## src/rtl/rx_frame_ctrl.sv

```systemverilog
// Receive-side frame controller: gates the serial line into a UART receiver, checks frame
// parity and buffers good payloads in a small FIFO. Define RX_FRAME_CTRL_ERR_CNT_EN to add err_cnt.
module rx_frame_ctrl #(
  parameter int DATA_WIDTH = 8,
  parameter int FIFO_DEPTH = 4,
  parameter int ODD_PARITY = 1
) (
  input  logic                          clk,
  input  logic                          arst,
  input  logic                          line_in,
  output logic                          rx_line,
  input  logic                          rx_done,
  input  logic [DATA_WIDTH:0]           rx_data,
  input  logic                          en,
  input  logic                          clr,
  output logic                          m_valid,
  output logic [DATA_WIDTH-1:0]         m_data,
  input  logic                          m_ready,
  output logic [$clog2(FIFO_DEPTH):0]   level,
  output logic                          parity_err,
  output logic                          overflow
`ifdef RX_FRAME_CTRL_ERR_CNT_EN
  ,
  output logic [7:0]                    err_cnt
`endif
);

  localparam int AW = $clog2(FIFO_DEPTH);
  localparam int LW = AW + 1;

  typedef enum logic [1:0] {
    IDLE = 2'd0,
    RUN  = 2'd1,
    HALT = 2'd2
  } state_t;

  state_t state_q, state_d;

  logic                  rx_done_p0;
  logic [DATA_WIDTH-1:0] mem [FIFO_DEPTH];
  logic [AW-1:0]         wr_ptr, rd_ptr;
  logic [LW-1:0]         count;
  logic                  parity_err_q;
  logic                  overflow_q;

  logic frame_edge, frame_good, frame_bad;
  logic full, push, pop, drop_ovf;

  function automatic logic parity_ok(input logic [DATA_WIDTH:0] d);
    return (^d) == (ODD_PARITY != 0);
  endfunction

  // Stage 0: frame detection on the rising edge of rx_done, only while running
  assign frame_edge = (state_q == RUN) && rx_done && !rx_done_p0;
  assign frame_good = frame_edge && parity_ok(rx_data);
  assign frame_bad  = frame_edge && !parity_ok(rx_data);

  assign full     = (count == LW'(FIFO_DEPTH));
  assign pop      = m_valid && m_ready && !clr;
  assign push     = frame_good && (!full || pop) && !clr;
  assign drop_ovf = frame_good && full && !pop && !clr;

  // History resets high so a receiver already asserting rx_done is not taken as a new frame
  always_ff @(posedge clk or negedge arst) begin
    if (!arst) rx_done_p0 <= 1'b1;
    else       rx_done_p0 <= rx_done;
  end

  always_ff @(posedge clk or negedge arst) begin
    if (!arst) begin
      wr_ptr <= '0;
      rd_ptr <= '0;
      count  <= '0;
    end else if (clr) begin
      wr_ptr <= '0;
      rd_ptr <= '0;
      count  <= '0;
    end else begin
      if (push) wr_ptr <= wr_ptr + 1'b1;
      if (pop)  rd_ptr <= rd_ptr + 1'b1;
      case ({push, pop})
        2'b10:   count <= count + 1'b1;
        2'b01:   count <= count - 1'b1;
        default: count <= count;
      endcase
    end
  end

  always_ff @(posedge clk) begin
    if (push) mem[wr_ptr] <= rx_data[DATA_WIDTH-1:0];
  end

  // Stage 1: status flags registered from the detection stage
  always_ff @(posedge clk or negedge arst) begin
    if (!arst) begin
      parity_err_q <= 1'b0;
      overflow_q   <= 1'b0;
    end else begin
      parity_err_q <= frame_bad && !clr;
      if (clr)           overflow_q <= 1'b0;
      else if (drop_ovf) overflow_q <= 1'b1;
    end
  end

  always_ff @(posedge clk or negedge arst) begin
    if (!arst) state_q <= IDLE;
    else       state_q <= state_d;
  end

  always_comb begin
    state_d = state_q;
    case (state_q)
      IDLE:    if (en) state_d = RUN;
      RUN: begin
        if (drop_ovf) state_d = HALT;
        else if (!en) state_d = IDLE;
      end
      HALT:    state_d = HALT;
      default: state_d = IDLE;
    endcase
    if (clr) state_d = IDLE;
  end

`ifdef RX_FRAME_CTRL_ERR_CNT_EN
  always_ff @(posedge clk or negedge arst) begin
    if (!arst)                                             err_cnt <= 8'd0;
    else if (clr)                                          err_cnt <= 8'd0;
    else if ((frame_bad || drop_ovf) && err_cnt != 8'hFF)  err_cnt <= err_cnt + 8'd1;
  end
`endif

  // Receiver sees an idle line unless running, so it cannot assemble frames while parked
  assign rx_line    = (state_q == RUN) ? line_in : 1'b1;
  assign m_valid    = (count != '0);
  assign m_data     = m_valid ? mem[rd_ptr] : '0;
  assign level      = count;
  assign parity_err = parity_err_q;
  assign overflow   = overflow_q;

endmodule

```

## config.mk

```make
export PLATFORM = sky130hd
export DESIGN_NAME = rx_frame_ctrl
export DESIGN_NICKNAME = d
export VERILOG_FILES = /design/src/rtl/rx_frame_ctrl.sv
export SDC_FILE = /design/constraint.sdc
export NUM_CORES = 1
export LEC_CHECK = 0
export ABC_AREA = 1
export CAP_MARGIN = 20
export CELL_PAD_IN_SITES_DETAIL_PLACEMENT = 0
export CELL_PAD_IN_SITES_GLOBAL_PLACEMENT = 1
export CORE_MARGIN = 10
export CORE_UTILIZATION = 44
export CTS_CLUSTER_DIAMETER = 50
export CTS_CLUSTER_SIZE = 30
export DETAILED_ROUTE_END_ITERATION = 8
export GPL_ROUTABILITY_DRIVEN = 0
export PLACE_DENSITY_LB_ADDON = 0.05
export SYNTH_ARGS = -nofsm -noshare
export SYNTH_HDL_FRONTEND = slang
export SYNTH_SLANG_ARGS = --single-unit
```

## constraint.sdc

```tcl
create_clock -name clk -period 6 [get_ports clk]
set_input_delay 1.2 -clock clk [delete_from_list [all_inputs] [get_ports clk]]
set_output_delay 1.2 -clock clk [all_outputs]
set_load 0.02 [all_outputs]
```

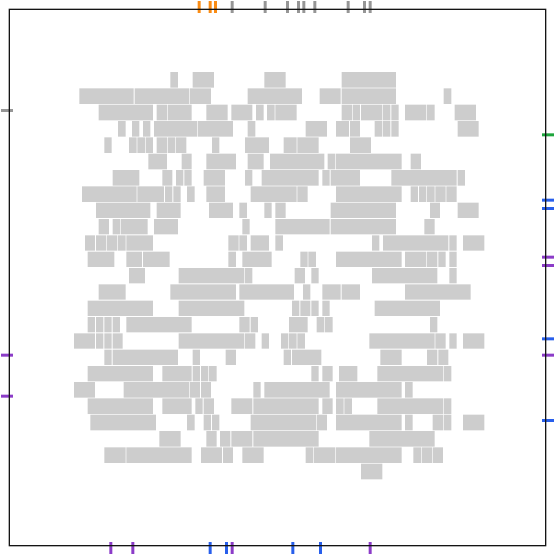
Figure 1: run 1, pin placement.
Scale: 6 px per um. Pins as bars across the die edge, other pins in gray.
| color | port | pins | direction | edge |
|---|---|---|---|---|
| blue | m_data | 8 | output | 4 south, 4 east |
| orange | level | 3 | output | north |
| purple | rx_data | 9 | input | 4 south, 3 east, 2 west |
| green | m_valid | 1 | output | east |

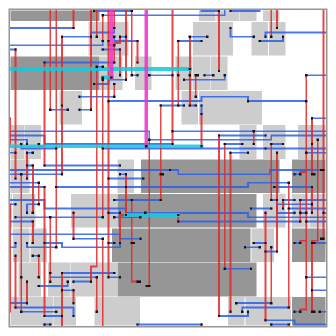
Figure 2: run 1, zoomed window.
Window x 32 to 57, y 14 to 39 um. Cells in gray, sequential cells in the stronger gray; small squares are vias.
| color | layer |
|---|---|
| blue | M1 |
| red | M2 |
| magenta | M4 |
| cyan | M3 |
sequential cells in the window: 5
most frequent: nor2_1 (12), o21ai_0 (7)
cells with their middle in the window: 41
netlist names of flops here include: mem (5)

==> impl_metrics.ini, run 1 <==
; generated from flow reports
[synthesis]
logic_family = simple AND/OR/NAND/NOR gates
adder_share = 0.0333
simple_gate_area_frac = 0.221
ys_seq_frac = 0.600
edf_count = 32
ys_cells = 206
ff_type = edfxtp_1
post_synth.cell_area_avg_um2 = 10.2
mux_area_frac = 0
synthAoiAreaFrac = 0.0713
synth_dominant_cell_count = nor2_1
synth_area_um2 = 2100
top_area_frac = 0.457
common_cells = 43 x nor2_1, 32 x edfxtp_1, 27 x nand2_1, 18 x inv_1, 17 x o21ai_0

[layout]
nets = 260
antenna_cells = 0
syn_to_final_growth_pct = 23.2
stdcell_count = 294
final_cell_mix = 43 x nor2_1, 32 x edfxtp_1, 30 x clkdlybuf4s50_1, 27 x nand2_1, 18 x inv_1
largest_reg_flops = 32
drive_gt1_frac = 0.0958
mostFrequentLayoutCell = nor2_1
stdcell_area_um2 = 2590

[critical_path]
crit_start = rd_ptr[1]
crit_chain = clkinv_1 -> nor2_1 -> o21ai_0 -> a21oi_1 -> clkdlybuf4s50_1
rrSetupSlack_ns = 3.39
endpoint_kind = output port
crit_end = m_data[3]
slowest_stage = clkdlybuf4s50_1
critPathRequiredTime_ns = 4.80
crit_type = flip-flop to output port
r2r_cells = 12
r2r-start = level[2]
timing.rr.end = level[2]

[clock_tree]
htree_levels = 2
cts_buffer_depth = 2
cts-resized-gates = 0
cts_buffers = 5
clk_pin_slew_worst_paths_ns = 0.08
worst_skew_pair.late_latency_ns = 0.30
cts.sinks = 44

[route]
drt-initial-drc-count = 84
num_vias = 1494
avgViaCountPerCell = 5.08
firstDrtPassIters = 4
drcViolationCount = 0
wl_per_cell_um = 15.4
routed-wl-met3_um = 185

[sta]
max_slew_margin = 0.406
finalWorstSetupSlack_ns = 2.37
layout_min_cycle_time_ns = 3.63
drv_slew = 0
finalCritPeriodShare = 0.605
setup-violations-final = 0
rsz0062_at_grt = no
finalHoldViolations = 0
fin_skew_ns = 0.00813
max_slew.worst_pin.slew_ns = 0.887
fmaxAchievable_ghz = 0.276

[floorplan]
die_area_um2 = 7950
core_um2 = 4690
die_w_um = 89.2
ioPinCount = 31
die.size.y_um = 89.2
fp_util = 0.449

[grt]
grt_util_met1 = 0.151
use_met3 = 0.0301
grt_pass1_vias = 1468
grt_max_degree = 19
antenna_found_initial = 0
grt_use_total = 0.121
top_usage_layer = met2

[job]
drv_cap = 0
warnings = 29

[place]
post-dp-hpwl_um = 3340
portBuffers = 30
placed_cells = 286

[min_path]
hold_path.class = flip-flop to flip-flop
min_from = overflow
whs_endpoint = overflow

[outcome]
status = finished, final reports clean

[pwr]
power.density_nw_per_um2 = 367
static-leakage-power_uw = 0.00105
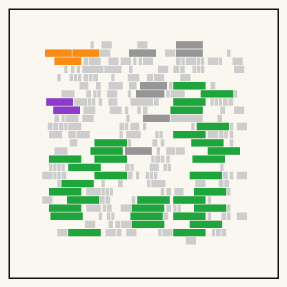
Figure 3: run 1, where the registers sit.
Scale: 3 px per um. Other sequential cells in the stronger gray, the rest of the logic in the fainter gray.
| color | signal | sequential cells |
|---|---|---|
| green | mem | 32 |
| orange | level | 3 |
| purple | wr_ptr | 2 |
not colored: 7
Seq/total area: 0.487
Register Area: 1260 um^2
P_seq: 378 uW
Core Util, Final: 0.553

==> run 1: worst max-delay path: cells and delay by family, from the launching register on <==
| family | cells | cell delay, ns |
|---|---|---|
| simple gates | 1 | 0.21 |
| compound gates | 2 | 0.27 |
| flops | 1 | 0.60 |
| buf+inv | 2 | 1.05 |
==> run 1: layout make-up <==
class                           instances  area (um^2)
Fill cell                             412         2100
Sequential cell                        44         1260
Multi-Input combinational cell        136          753
Timing Repair Buffer                   31          308
Clock buffer                            6         82.6
Inverter                               21         81.3
Tap cell                               54         67.6
Clock inverter                          2         38.8
==> run 1: where the power goes <==
| part | total (uW) | switching (uW) | internal, uW |
|---|---|---|---|
| sequential | 378 | 36.0 | 342 |
| combinational | 339 | 195 | 144 |
| clock | 235 | 98.7 | 136 |
| total | 951 | 330 | 622 |
Figure 4. Track usage over the die (run 1).
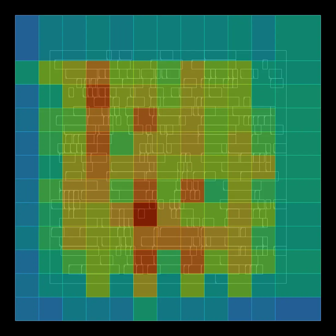

==> run 2, diff against run 1 <==
--- a/config.mk
+++ b/config.mk
@@ -10,7 +10,7 @@
 export CELL_PAD_IN_SITES_DETAIL_PLACEMENT = 0
 export CELL_PAD_IN_SITES_GLOBAL_PLACEMENT = 1
 export CORE_MARGIN = 10
-export CORE_UTILIZATION = 44
+export CORE_UTILIZATION = 37
 export CTS_CLUSTER_DIAMETER = 50
 export CTS_CLUSTER_SIZE = 30
 export DETAILED_ROUTE_END_ITERATION = 8
==> constraint.sdc (replaced) <==
create_clock -name clk -period 2.92 [get_ports clk]
set_input_delay 0.584 -clock clk [delete_from_list [all_inputs] [get_ports clk]]
set_output_delay 0.584 -clock clk [all_outputs]
set_load 0.02 [all_outputs]
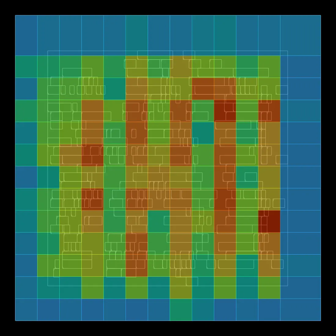
Figure 5: run 2, track usage over the die.
global routing usage on met3: 0.0416
GRT Resource Usage Total: 0.112
Core Util, Final: 0.490
Routed wire per std cell: 14.7 um
M2 GR Usage: 0.212

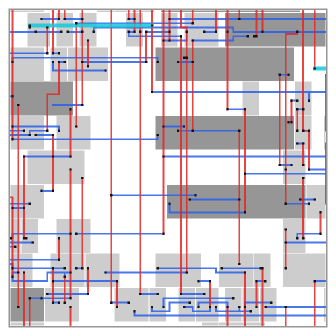
Figure 6: run 2, zoomed window.
Window x 35 to 60, y 16 to 41 um. Cells in gray, sequential cells in the stronger gray; small squares are vias.

==> impl_metrics.ini, run 2 <==
; generated from flow reports
[synthesis]
top_area_frac = 0.457
post_synth.cell_area_avg_um2 = 10.2
adder_share = 0.0333
mux_area_frac = 0
ys_seq_frac = 0.600
common_cells = 43 x nor2_1, 32 x edfxtp_1, 27 x nand2_1, 18 x inv_1, 17 x o21ai_0
simple_gate_area_frac = 0.221
logic_family = simple AND/OR/NAND/NOR gates
ff_type = edfxtp_1
edf_count = 32
ys_cells = 206
synthAoiAreaFrac = 0.0713
synth_dominant_cell_count = nor2_1

[route]
firstDrtPassIters = 4
drcViolationCount = 0
wl_met2_um = 2540
routed-wl-met3_um = 332
num_vias = 1562
avgViaCountPerCell = 4.73
drt-initial-drc-count = 63

[critical_path]
rrSetupSlack_ns = 0.68
endpoint_kind = output port
crit_end = m_data[2]
r2r_cells = 12
worst-path-buf-inv = 2
slowest_stage = clkdlybuf4s50_1
cp.depth = 5
r2r-start = level[2]
timing.rr.end = level[2]
crit_start = rd_ptr[1]
critPathRequiredTime_ns = 2.34
crit_type = flip-flop to output port

[sta]
layout_min_cycle_time_ns = 2.62
finalHoldViolations = 0
rsz0062_at_grt = no
fmaxAchievable_ghz = 0.381
finalCritPeriodShare = 0.899
max_slew_margin = 0.606
finalWorstSetupSlack_ns = 0.296
max_slew.worst_pin.slew_ns = 0.588
setup-violations-final = 0
drv_slew = 0
fin_skew_ns = 0.00356

[layout]
antenna_cells = 0
n_fill_cell = 512
regArea_um2 = 1260
final_cell_mix = 43 x nor2_1, 32 x edfxtp_1, 30 x clkdlybuf4s50_1, 27 x nand2_1, 19 x buf_4
mi_logic_area_um2 = 738
syn_to_final_growth_pct = 28.2
drive_gt1_frac = 0.140
largest_reg_flops = 32

[pwr]
clk-power_uw = 363
p_sw_uw = 689
power_leader = combinational logic
power.density_nw_per_um2 = 700
static-leakage-power_uw = 0.00111
p_int_uw = 1200
p_seq_frac = 0.400
switching_share = 0.365
powerSeq_uw = 756

[grt]
antenna_found_initial = 0
grt_pass1_vias = 1615
grt_max_degree = 18

[floorplan]
ioPinCount = 31
fp_util = 0.382
core_um2 = 5510
die.size.y_um = 95.4
die_w_um = 95.4
die_area_um2 = 9100

[min_path]
whs_endpoint = overflow
hold_path.class = flip-flop to flip-flop
min_from = overflow

[outcome]
status = finished, final reports clean

[place]
post-dp-hpwl_um = 3470
portBuffers = 30
placed_cells = 322

[clock_tree]
htree_levels = 2
cts_buffers = 5
cts-resized-gates = 0
cts.sinks = 44
worst_skew_pair.late_latency_ns = 0.29
cts_buffer_depth = 2

[job]
warnings = 29
drv_cap = 0
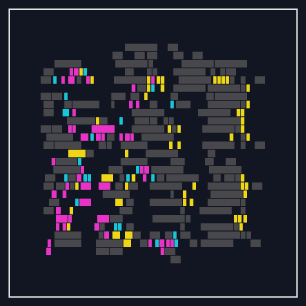
Figure 7: run 2, gate families picked out.
Scale: 3 px per um.
| color | family | cells | most used |
|---|---|---|---|
| magenta | nand cells | 46 | nand2_1 |
| yellow | nor cells | 49 | nor2_1 |
| cyan | inv cells | 21 | inv_1 |
fin cells: 330
Comb/total area: 0.274
Top cell excl fill/tap: nor2_1

## run 2: tightest hold or removal path, stage by stage, from the launching register on
cell	delay, ns
dfrtp_1	0.36
nand2_1	0.05
nand2_1	0.06
## run 2: metal layers
metal | vias to the layer above | track usage
li1 | 786 | -
met1 | 725 | 0.115
met2 | 42 | 0.212
met3 | 9 | 0.0416
met4 | 0 | 0.0258
met5 | - | 0
## run 2: cell type report
type	count	area share
Multi-Input combinational cell	136	0.274
Timing Repair Buffer	49	0.164
Clock inverter	2	0.00417
Tap cell	72	0.0334
Sequential cell	44	0.468
Inverter	21	0.0301
Clock buffer	6	0.0269
## run 2: kinds of logic after synthesis
group | Yosys count
simple gates | 95
buf+inv | 26
fa+ha+maj | 5
compound gates | 30
xor+xnor | 6
flops | 44
Power is estimated from default activity; no workload was simulated.
